## config.mk

```make
export PLATFORM = sky130hd
export DESIGN_NAME = debug_probe_pager_flat
export DESIGN_NICKNAME = d
export VERILOG_FILES = /design/src/rtl/debug_probe_pager_pkg.sv /design/src/rtl/debug_probe_pager_if.sv /design/src/rtl/debug_probe_pager_rise_edge_detect.sv /design/src/rtl/debug_probe_pager.sv /design/src/flat_wrapper.sv
export SDC_FILE = /design/constraint.sdc
export NUM_CORES = 1
export LEC_CHECK = 0
export CAP_MARGIN = 15
export CORE_MARGIN = 2
export CORE_UTILIZATION = 49
export DETAILED_ROUTE_END_ITERATION = 7
export PLACE_DENSITY = 0.74
export SYNTH_ARGS = -nofsm -noshare
export SYNTH_HDL_FRONTEND = slang
export SYNTH_SLANG_ARGS = --single-unit
```

## constraint.sdc

```tcl
create_clock -name clock -period 2.3 [get_ports clock]
set_input_delay 0.345 -clock clock [delete_from_list [all_inputs] [get_ports clock]]
set_output_delay 0.345 -clock clock [all_outputs]
set_load 0.005 [all_outputs]
```

## src/rtl/debug_probe_pager_pkg.sv

```systemverilog
// Shared types and page-index helpers for the debug probe pager.
package debug_pkg;

    typedef enum logic {ST_LIVE, ST_FROZEN} probe_state_t;

    // Next page index, wrapping from cnt-1 back to 0.
    function automatic int unsigned wrap_inc(input int unsigned idx, input int unsigned cnt);
        return (idx + 32'd1 >= cnt) ? 32'd0 : idx + 32'd1;
    endfunction

    // Previous page index, wrapping from 0 to cnt-1.
    function automatic int unsigned wrap_dec(input int unsigned idx, input int unsigned cnt);
        return (idx == 32'd0) ? cnt - 32'd1 : idx - 32'd1;
    endfunction

endpackage

```

## src/rtl/debug_probe_pager_if.sv

```systemverilog
// Probe inputs, paging controls and display outputs of the debug probe pager.
interface debug_probe_pager_if #(
    parameter int unsigned CHANNEL_CNT = 8,
    parameter int unsigned DATA_WIDTH  = 32
);
    localparam int unsigned LOG2_CH = $clog2(CHANNEL_CNT > 1 ? CHANNEL_CNT : 2);

    logic [CHANNEL_CNT*DATA_WIDTH-1:0] probe_data;
    logic                              page_next;
    logic                              page_prev;
    logic                              auto_mode;
    logic                              freeze_btn;
    logic [DATA_WIDTH-1:0]             number_o;
    logic [LOG2_CH-1:0]                page_o;
    logic                              frozen_o;
    logic                              page_change_o;

    modport master (
        output probe_data, page_next, page_prev, auto_mode, freeze_btn,
        input  number_o, page_o, frozen_o, page_change_o
    );

    modport slave (
        input  probe_data, page_next, page_prev, auto_mode, freeze_btn,
        output number_o, page_o, frozen_o, page_change_o
    );

endinterface

```

## src/rtl/debug_probe_pager_rise_edge_detect.sv

```systemverilog
// Rising-edge detector; history resets high so a level held through reset gives no edge.
module rise_edge_detect (
    input  logic clock,
    input  logic reset,
    input  logic in,
    output logic edge_o
);
    logic hist_q;
    logic hist_d;

    // History follows the input every cycle.
    always_comb begin
        hist_d = in;
    end

    // History register, forced high in reset.
    always_ff @(posedge clock) begin
        if (reset) hist_q <= 1'b1;
        else       hist_q <= hist_d;
    end

    assign edge_o = in & ~hist_q;

endmodule

```

## src/rtl/debug_probe_pager.sv

```systemverilog
// Pages CHANNEL_CNT probe words onto one registered display word, with auto-cycle and freeze.
module debug_probe_pager
    import debug_pkg::*;
#(
    parameter int unsigned CHANNEL_CNT = 8,
    parameter int unsigned DATA_WIDTH  = 32,
    parameter int unsigned AUTO_PERIOD = 50_000_000
) (
    input  logic               clock,
    input  logic               reset,
    debug_probe_pager_if.slave bus
);
    localparam int unsigned LOG2_CH = $clog2(CHANNEL_CNT > 1 ? CHANNEL_CNT : 2);
    localparam int unsigned CNT_W   = $clog2(AUTO_PERIOD);
    localparam int unsigned BUS_W   = CHANNEL_CNT * DATA_WIDTH;

    logic next_edge;
    logic prev_edge;
    logic freeze_edge;

    rise_edge_detect u_next   (.clock(clock), .reset(reset), .in(bus.page_next),  .edge_o(next_edge));
    rise_edge_detect u_prev   (.clock(clock), .reset(reset), .in(bus.page_prev),  .edge_o(prev_edge));
    rise_edge_detect u_freeze (.clock(clock), .reset(reset), .in(bus.freeze_btn), .edge_o(freeze_edge));

    probe_state_t          state_q, state_d;
    logic [LOG2_CH-1:0]    page_q, page_d;
    logic [CNT_W-1:0]      cnt_q, cnt_d;
    logic [BUS_W-1:0]      snap_q, snap_d;
    logic [DATA_WIDTH-1:0] number_q, number_d;
    logic                  page_change_q, page_change_d;
    logic                  auto_hit;
    logic [BUS_W-1:0]      src;

    // Page selection, auto counter, freeze FSM and displayed-word selection.
    always_comb begin
        state_d  = state_q;
        page_d   = page_q;
        cnt_d    = cnt_q;
        snap_d   = snap_q;
        number_d = '0;
        auto_hit = bus.auto_mode && (cnt_q == CNT_W'(AUTO_PERIOD - 1));

        // Simultaneous next+prev cancel; manual edges pre-empt an auto advance.
        if (next_edge && !prev_edge) begin
            page_d = LOG2_CH'(wrap_inc(32'(page_q), CHANNEL_CNT));
        end else if (prev_edge && !next_edge) begin
            page_d = LOG2_CH'(wrap_dec(32'(page_q), CHANNEL_CNT));
        end else if (!next_edge && !prev_edge && auto_hit) begin
            page_d = LOG2_CH'(wrap_inc(32'(page_q), CHANNEL_CNT));
        end

        if (!bus.auto_mode || next_edge || prev_edge || auto_hit) cnt_d = '0;
        else                                                      cnt_d = cnt_q + CNT_W'(1);

        if (freeze_edge) begin
            if (state_q == ST_LIVE) begin
                state_d = ST_FROZEN;
                snap_d  = bus.probe_data;
            end else begin
                state_d = ST_LIVE;
            end
        end

        // Use next-cycle page and state so number_o and page_o always agree.
        src = (state_d == ST_FROZEN) ? snap_d : bus.probe_data;
        for (int k = 0; k < CHANNEL_CNT; k++) begin
            if (page_d == LOG2_CH'(k)) number_d = src[k*DATA_WIDTH +: DATA_WIDTH];
        end

        page_change_d = (page_d != page_q);
    end

    // State and output registers with synchronous reset.
    always_ff @(posedge clock) begin
        if (reset) begin
            state_q       <= ST_LIVE;
            page_q        <= '0;
            cnt_q         <= '0;
            snap_q        <= '0;
            number_q      <= '0;
            page_change_q <= 1'b0;
        end else begin
            state_q       <= state_d;
            page_q        <= page_d;
            cnt_q         <= cnt_d;
            snap_q        <= snap_d;
            number_q      <= number_d;
            page_change_q <= page_change_d;
        end
    end

    assign bus.number_o      = number_q;
    assign bus.page_o        = page_q;
    assign bus.frozen_o      = (state_q == ST_FROZEN);
    assign bus.page_change_o = page_change_q;

endmodule

```

## src/flat_wrapper.sv

```systemverilog
// flat-port wrapper written by rule: the top's interface ports become plain ports
module debug_probe_pager_flat import debug_pkg::*;
#(
    parameter int unsigned CHANNEL_CNT = 8,
    parameter int unsigned DATA_WIDTH  = 32,
    parameter int unsigned AUTO_PERIOD = 50_000_000
)
  (clock, reset, bus_probe_data, bus_page_next, bus_page_prev, bus_auto_mode, bus_freeze_btn, bus_number_o, bus_page_o, bus_frozen_o, bus_page_change_o);
  debug_probe_pager_if #(.CHANNEL_CNT(CHANNEL_CNT), .DATA_WIDTH(DATA_WIDTH)) bus_i ();
  input  logic clock;
  input  logic reset;
  input wire logic [$bits(bus_i.probe_data)-1:0] bus_probe_data;
  input wire logic [$bits(bus_i.page_next)-1:0] bus_page_next;
  input wire logic [$bits(bus_i.page_prev)-1:0] bus_page_prev;
  input wire logic [$bits(bus_i.auto_mode)-1:0] bus_auto_mode;
  input wire logic [$bits(bus_i.freeze_btn)-1:0] bus_freeze_btn;
  output wire logic [$bits(bus_i.number_o)-1:0] bus_number_o;
  output wire logic [$bits(bus_i.page_o)-1:0] bus_page_o;
  output wire logic [$bits(bus_i.frozen_o)-1:0] bus_frozen_o;
  output wire logic [$bits(bus_i.page_change_o)-1:0] bus_page_change_o;
  assign bus_i.probe_data = bus_probe_data;
  assign bus_i.page_next = bus_page_next;
  assign bus_i.page_prev = bus_page_prev;
  assign bus_i.auto_mode = bus_auto_mode;
  assign bus_i.freeze_btn = bus_freeze_btn;
  assign bus_number_o = bus_i.number_o;
  assign bus_page_o = bus_i.page_o;
  assign bus_frozen_o = bus_i.frozen_o;
  assign bus_page_change_o = bus_i.page_change_o;
  debug_probe_pager #(.CHANNEL_CNT(CHANNEL_CNT), .DATA_WIDTH(DATA_WIDTH), .AUTO_PERIOD(AUTO_PERIOD)) u_core (.clock(clock), .reset(reset), .bus(bus_i));
endmodule
```

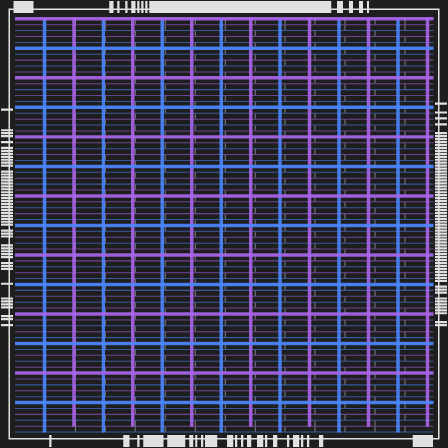
Figure 1: run 1, power grid.
Pins as bars on the die edge. Tap cells in gray.
- VDD: purple
- VSS: blue
- met1 rails: 71
- signal pins: 299
horizontal die size: 197 um
maximum ir drop on the vdd rail: 0.000496 V

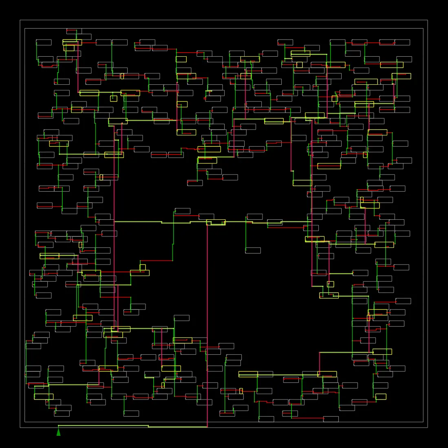
Figure 2: run 1, clock nets.
number of clock-tree buffers in the layout: 50
clock network power: 5.98 mW
Clock Skews: 0.0248 ns
Flop Count: 322

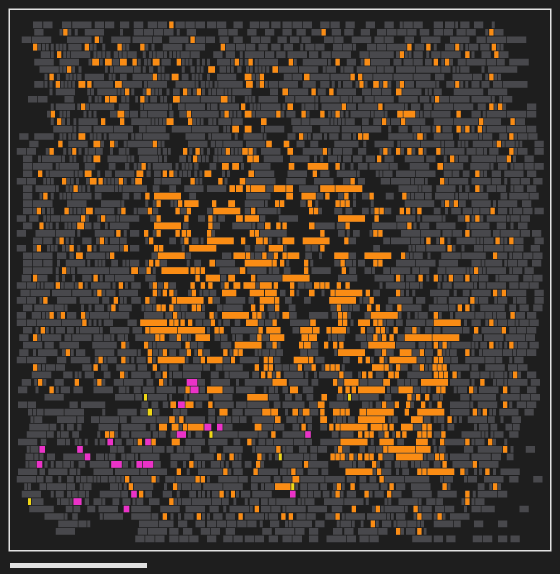
Figure 3: run 1, gate-type map.
Bar = 50 um.
- aoi and oai cells: orange (cells 696; where widely spread)
- inv cells: yellow (cells 7)
- and/or cells: magenta (cells 20; where bottom left)

==> results.yml, run 1 <==
# yosys + openroad results
place:
  post-place-cells: 3388
  buffer_ports.inserted: 298
  globalplace.congestion: 0.925
yosys:
  post_synth_mux_area_share_pct: 11.0
  yosys_warnings: 0
  post_synth_most_frequent_cells: "nand2_1 (811), a21oi_1 (387), dfxtp_1 (322), mux2i_1 (187), clkbuf_1 (170)"
  yosys.cell_types.count: 61
  postSynthRegisterBits: 322
  synth.area.top_cells: "dfxtp_1 (35%), nand2_1 (17%), a21oi_1 (11%)"
  synth_xor_xnor_area_share_pct: 1.01
  synth_stat.cells: 2501
  yosysTopAreaCell: "dfxtp_1"
  fraction_of_post_synthesis_cell_area_in_the_top_cell_type_by_area_pct: 35.3
  postSynth.asyncResetShare_pct: 0
  postSynthAreaPerCell_um2: 7.31
  topCombFamilyByArea: "AND-OR/OR-AND gates"
  yosys.area_share.aoi_pct: 24.8
  total_standard_cell_area_after_synthesis_mm2: 0.0183
  enable_flop_cells: 0
  post_synth_and_or_nand_nor_area_fraction_pct: 22.6
  yosysChipArea_mm2: 0.0183
  postSynthNetCount: 2767
  most_common_cell: "nand2_1"
  synth_top_flop_cell: "dfxtp_1"
final_timing:
  finalCritPeriodShare_pct: 119
  post-route-worst-setup-slack_ns: -0.443
  max_clock_freq_mhz: 365
  grt_setup_unrepaired: "true"
  slew-limit-headroom_pct: 47.3
  period_minus_slack_ns: 2.74
  fin_hold_ws_ns: 0.196
  finalSetupViolations: 33
  final-max-slew-violation-count: 0
  tns_ns: -11.37
  worst_slew_pin_slew_ns: 0.788
  final_hold_viol_count: 0
floorplanning:
  core_mm2: 0.0367
  floorplan.die_area_mm2: 0.0389
  placement_rows: 70
  ioPinCount: 299
detailed_routing:
  vias_per_cell: 5.97
  drt-pass1-iter-count: 7
  route.antenna.remaining_nets: 0
  drc_errors: 0
  drt-initial-drc-count: 2291
  detail_route.wirelength_um: 71600
layout:
  stdcell_count: 3469
  fin_nets: 3244
  n_fill_cell: 2805
  drive_above_1_share_pct: 18.4
  flow.area_growth_from_synthesis_pct: 45.6
critical_path:
  worst-setup-path-type: "flip-flop to flip-flop"
  rr_worst_depth: 11
  timing.critical_path.to: "u_core.bus.number_o[5]"
  critPathCaptureType: "flip-flop"
  critical_path_arrival_ns: 3.23
  critical_path.startpoint_type: "flip-flop"
  worstPathRequired_ns: 2.79
  cp-startpoint: "u_core.cnt_q[24]"
  crit-reg2reg-capture: "u_core.bus.number_o[5]"
clocking:
  tritoncts_buffer_count: 36
  worst_setup_hold_path_clk_slew_ns: 0.06
  clkSinkCount: 322
  cts.root.buffer_cell: "clkbuf_16"
  cts_tree: "built"
  clock_network_latency_to_the_later_pin_of_the_worst_skew_pair_ns: 0.57
  cts_hold_buffers: 0
  ctsLongestPathBuffers: 3
  clock_tree.htree_level_count: 2
global_routing:
  grt_pass1_vias: 19600
  grt_max_degree: 84
  antenna_found_initial: 1
  grt_pass1_wl_um: 108000
hold_path:
  holdPathEnd: "u_core.snap_q[234]"
  hold_path_startpoint: "reset"
  hp-class: "input pin to flip-flop"
  whs_path_depth: 2
status:
  violated_checks: "negative setup slack"
  outcome: "complete, but fails checks"
run:
  max-cap-violations: 0
  stage_log_warnings: 31
pwr:
  power.static_leakage_nw: 9.53
  power_density_relative_to_cell_area_mw_per_mm2: 621
## run 1: sequential cells by signal (all words and copies together), names as in the netlist
register	flops
u_core.u_prev.hist_q	1
u_core.bus.frozen_o	1
u_core.bus.page_o	3
u_core.snap_q	256
u_core.u_freeze.hist_q	1
u_core.u_next.hist_q	1
u_core.cnt_q	26
u_core.bus.page_change_o	1
u_core.bus.number_o	32
## run 1: stage by stage
step | worst slack (ns) | utilization [%] | cell area, um^2 | power, mW
after detailed placement | -0.971 | 66.3 | 24300 | 10.1
after floorplan | -0.0543 | - | 18500 | 7.91
after CTS | -0.413 | 71.7 | 26300 | 16.4
after global placement | -0.939 | 66.3 | 24300 | 10.0
after global routing | -0.547 | 72.5 | 26600 | 17.0
final | -0.443 | 72.5 | 26600 | 16.5
## run 1: per-layer routing
| metal | global-route usage (%) | share of wire (%) | wire (um) | vias to the layer above |
|---|---|---|---|---|
| met5 | 0 | 0 | 0 | - |
| met3 | 5.38 | 8.6 | 6160 | 181 |
| met4 | 15.4 | 4.2 | 3040 | 0 |
| met1 | 47.0 | 41 | 29500 | 9793 |
| li1 | - | - | - | 9613 |
| met2 | 56.9 | 46 | 32900 | 1108 |
## run 1: timing repair
action,4_1_cts,5_1_grt
setup endpoints to repair,32,33
resized,66,45
gates cloned,6,1
buffers inserted,14,4
pin swaps,11,13
## run 1: cell type report
cell class	count	area, um^2	share of cell area, %
antenna	1	2.50	0.00940
clock buffer	50	1030	3.89
inverter	7	27.5	0.103
sequential	322	6450	24.2
tap	468	586	2.20
clock inverter	10	165	0.621
timing repair buffer	655	6460	24.3
multi-input combinational	1956	11900	44.7
## run 1: report_power, final
group | internal (mW) | switching, mW
Clock | 3.59 | 2.39
Combinational | 2.24 | 2.33
Sequential | 5.84 | 0.156
## run 1: placed cells by master, fill, tap and decap left out, drive strengths merged, types with 4 or more instances in the layout
| master | Yosys | layout |
|---|---|---|
| a2111oi | 61 | 61 |
| a22oi | 33 | 33 |
| mux4 | 4 | 4 |
| nand4 | 9 | 9 |
| buf | 47 | 357 |
| mux2i | 187 | 187 |
| xnor2 | 5 | 5 |
| mux2 | 4 | 4 |
| a21oi | 388 | 388 |
| o211ai | 33 | 33 |
| ha | 4 | 4 |
| clkbuf | 170 | 50 |
| nor2 | 37 | 37 |
| xor2 | 16 | 16 |
| nor3 | 4 | 4 |
| o21ai | 135 | 135 |
| or2 | 5 | 5 |
| and3 | 4 | 4 |
| nand3 | 41 | 41 |
| nand2b | 8 | 8 |
| a31oi | 34 | 34 |
| o22a | 32 | 32 |
| clkdlybuf4s50 | 0 | 297 |
| and2 | 4 | 4 |
| dfxtp | 322 | 322 |
| nand2 | 811 | 811 |
| nor2b | 66 | 66 |
| bufinv | 0 | 4 |
| inv | 6 | 8 |
## run 1: worst max-delay path: stages, from the launching register on
cell and delay [ns]:
dfxtp_2 0.32, or4_4 0.54, nor4_4 0.14, buf_4 0.18, a21oi_4 0.12, a22oi_4 0.31
buf_12 0.18, buf_6 0.11, nor2b_4 0.04, a2111oi_4 0.33, a22oi_2 0.20, a31oi_2 0.21
Figure 4. Routed clock nets over the placement (run 1).
Bar = 50 um.
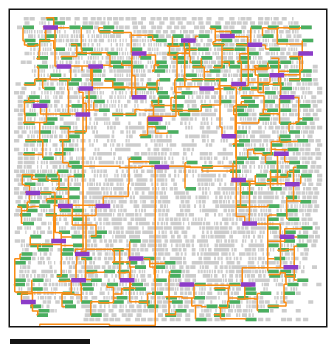

--- run 2 (diff from run 1) ---
Settings changed: CORE_UTILIZATION 49 to 55, PLACE_DENSITY 0.74 to 0.79.
Clock period 2.3 ns to 2.8 ns, I/O delays scaled along.
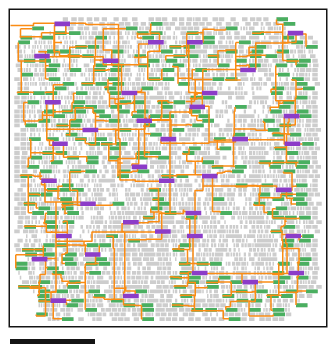
Figure 5: run 2, routed clock nets over the placement.
Bar = 50 um.
- flip-flops: green (count 322)
- clock wires: orange (length 4240 um)
- clock-net drivers: purple (count 37)
- flops lie: widely spread
- routed clock nets: 38
portion of total power attributed to the clock network: 38.0%
Clock Skews: 0.0235 ns
clock network power: 5.15 mW
clock network latency to the later pin of the worst-skew pair: 0.53 ns

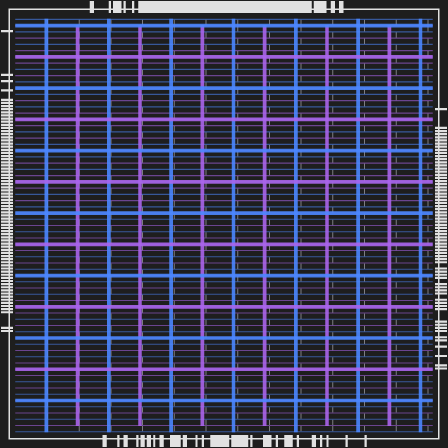
Figure 6: run 2, power grid.
Pins as bars on the die edge. Tap cells in gray.
- VDD: purple
- VSS: blue
- signal pins: 299
- rows: 66
- tap cells: 442
maximum ir drop on the vdd rail: 0.000406 V
core box area: 0.0326 mm^2

==> run 2 against run 1 <==
The run still ends with negative setup slack left. Combinational power fell by 24%. Worst hold slack improved by 0.11 ns. Core utilization rose by 5.7 points. Clock-buffer cell count rose by 3. Sequential power fell by 17%. Critical path depth did not move. Non-clock buffer count fell by 71. Clock power fell by 14%.
==> results.yml, run 2 <==
# yosys + openroad results
critical_path:
  critical_path.slowest_cell: "or4_4"
  crit-reg2reg-capture: "u_core.bus.number_o[10]"
  critPathMaxStageDelay_ns: 0.54
  critical_path_arrival_ns: 3.36
  critical_path.startpoint_type: "flip-flop"
  critPathCaptureType: "flip-flop"
  crit_family: "simple AND/OR/NAND/NOR gates"
  timing.critical_path.cells: "or4_4 > nor4_4 > buf_4 > a21oi_4 > o21ai_2 > buf_4 > nor3b_4 > nand2b_4 > buf_12 > o22a_4 > a31oi_1"
  worst-setup-path-type: "flip-flop to flip-flop"
  rr_worst_depth: 11
  combined_buffer_and_inverter_count_along_the_critical_path: 3
status:
  outcome: "complete, but fails checks"
  violated_checks: "negative setup slack"
layout:
  final-seq-area_mm2: 0.00645
  layout.area.comb_mm2: 0.0114
  flow.area_growth_from_synthesis_pct: 39.5
  final_cell_mix: "nand2_1 (809), a21oi_1 (385), dfxtp_1 (321)"
  n_fill_cell: 2227
  largest_register_ffs: 256
  fin_nets: 3175
  top_register: "u_core.snap_q"
  drive_above_1_share_pct: 15.5
final_timing:
  max_clock_freq_mhz: 342
  slew-limit-headroom_pct: 54.9
  finalSetupViolations: 30
  grt_setup_unrepaired: "true"
  worst_slew_pin_slew_ns: 0.677
  finalCritPeriodShare_pct: 104
  period_minus_slack_ns: 2.92
  fin_hold_ws_ns: 0.307
  post-route-worst-setup-slack_ns: -0.120
global_routing:
  grt_pass1_wl_um: 109000
  antenna_found_initial: 4
  grt_pass1_vias: 19500
  grt_max_degree: 99
yosys:
  postSynthRegisterBits: 322
  synth.area.top_cells: "dfxtp_1 (35%), nand2_1 (17%), a21oi_1 (11%)"
  yosysChipArea_mm2: 0.0183
  yosysTopAreaCell: "dfxtp_1"
  synth_top_flop_cell: "dfxtp_1"
  most_common_cell: "nand2_1"
  postSynth.asyncResetShare_pct: 0
  total_standard_cell_area_after_synthesis_mm2: 0.0183
  postSynthAreaPerCell_um2: 7.31
  enable_flop_cells: 0
  fraction_of_post_synthesis_cell_area_in_the_top_cell_type_by_area_pct: 35.3
clocking:
  cts.root.buffer_cell: "clkbuf_16"
  cts_hold_buffers: 0
  cts_tree: "built"
  ctsLongestPathBuffers: 3
  worst_setup_hold_path_clk_slew_ns: 0.06
  clock_tree.htree_level_count: 2
detailed_routing:
  drt-pass1-iter-count: 7
  detail_route.wirelength_um: 72700
  vias_per_cell: 6.19
  drt-initial-drc-count: 2633
  route.antenna.remaining_nets: 0
hold_path:
  hp-class: "input pin to flip-flop"
  whs_path_depth: 2
floorplanning:
  placement_rows: 66
  dieWidth_um: 186
  ioPinCount: 299
pwr:
  power_density_relative_to_cell_area_mw_per_mm2: 532
  power.static_leakage_nw: 9.05
place:
  globalplace.congestion: 0.935
  buffer_ports.inserted: 298
run:
  max-cap-violations: 0
  stage_log_warnings: 30
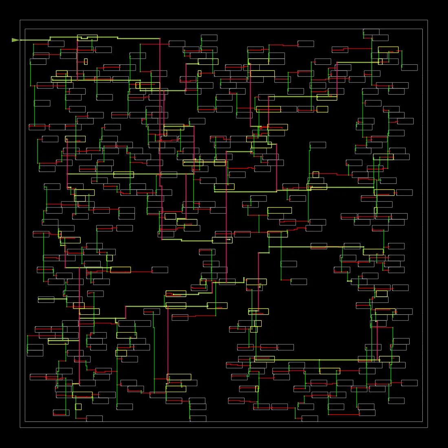
Figure 7: run 2, clock nets.
clock net sink count: 322
number of clock-tree buffers in the layout: 53
TritonCTS buffer count: 37

run 2: cell counts after synthesis:
Identical to the previous run, type by type.
run 2: layer usage:
layer | routed length (um) | global-route usage, % | vias up
met4 | 4750 | 22.0 | 0
met3 | 7410 | 7.45 | 324
met5 | 0 | 0 | -
met1 | 28000 | 50.6 | 9799
li1 | - | - | 9474
met2 | 32500 | 62.0 | 1325
run 2: report_power, final:
part           total, mW  internal (mW)  switching [mW]
registers           4.95           4.80           0.158
clock network       5.15           3.13            2.03
logic               3.46           1.62            1.84
run 2: kinds of logic after synthesis:
kind of cell | Yosys count | synth area share, %
adders and majority gates | 4 | 0.274
AOI/OAI and AO/OA | 733 | 24.8
buffers and inverters | 224 | 5.04
and+or+nand+nor | 1002 | 22.6
muxes | 195 | 11.0
DFF | 322 | 35.3
xor gates and xnor gates | 21 | 1.01
run 2: repair_timing:
| action | in CTS | in global routing |
|---|---|---|
| buffers inserted | 3 | 8 |
| pin swaps | 7 | 29 |
| endpoints found under the hold margin | 0 | 0 |
| gates resized | 30 | 43 |
| endpoints found under the setup margin | 32 | 32 |
| cloned | 2 | 5 |
run 2: per-stage QoR:
stage | setup slack [ns] | TNS [ns] | util (%) | cell area [um^2] | cells
after floorplan | 0.321 | 0 | - | 18300 | 2501
after detailed placement | -0.850 | -21.58 | 72.0 | 23500 | 3293
final | -0.120 | -2.23 | 78.2 | 25500 | 3381
after CTS | -0.00378 | -0.00378 | 76.7 | 25000 | 3363
after global routing | -0.153 | -3.23 | 78.2 | 25500 | 3380
after global placement | -0.790 | -19.85 | 72.0 | 23500 | 3293
run 2: worst max path at each step:
stage	from	endpoint	slack, ns	depth (start not counted)
after floorplan	u_core.bus.page_o[0]	u_core.bus.number_o[0]	0.32	10
after global placement	bus_auto_mode	u_core.bus.number_o[8]	-0.79	12
after detailed placement	bus_auto_mode	u_core.bus.number_o[8]	-0.85	12
after CTS	u_core.cnt_q[8]	u_core.bus.number_o[8]	-0.004	11
after global routing	u_core.cnt_q[8]	u_core.bus.number_o[0]	-0.15	12
final	u_core.cnt_q[8]	u_core.bus.number_o[10]	-0.12	11
run 2: cell type report:
type | count | share of cell area [%]
Multi-Input combinational cell | 1957 | 44.9
Sequential cell | 322 | 25.3
Timing Repair Buffer | 584 | 22.5
Clock buffer | 53 | 4.35
Tap cell | 442 | 2.17
Clock inverter | 12 | 0.697
Inverter | 7 | 0.103
Antenna cell | 4 | 0.0392
run 2: worst reg2reg max path: cells and delay by family, from the launching register on:
kind | cells | cell delay [ns]
compound gates | 4 | 0.73
buf+inv | 3 | 0.52
flops | 1 | 0.32
simple gates | 4 | 1.26
Power and IR drop assume default switching activity.
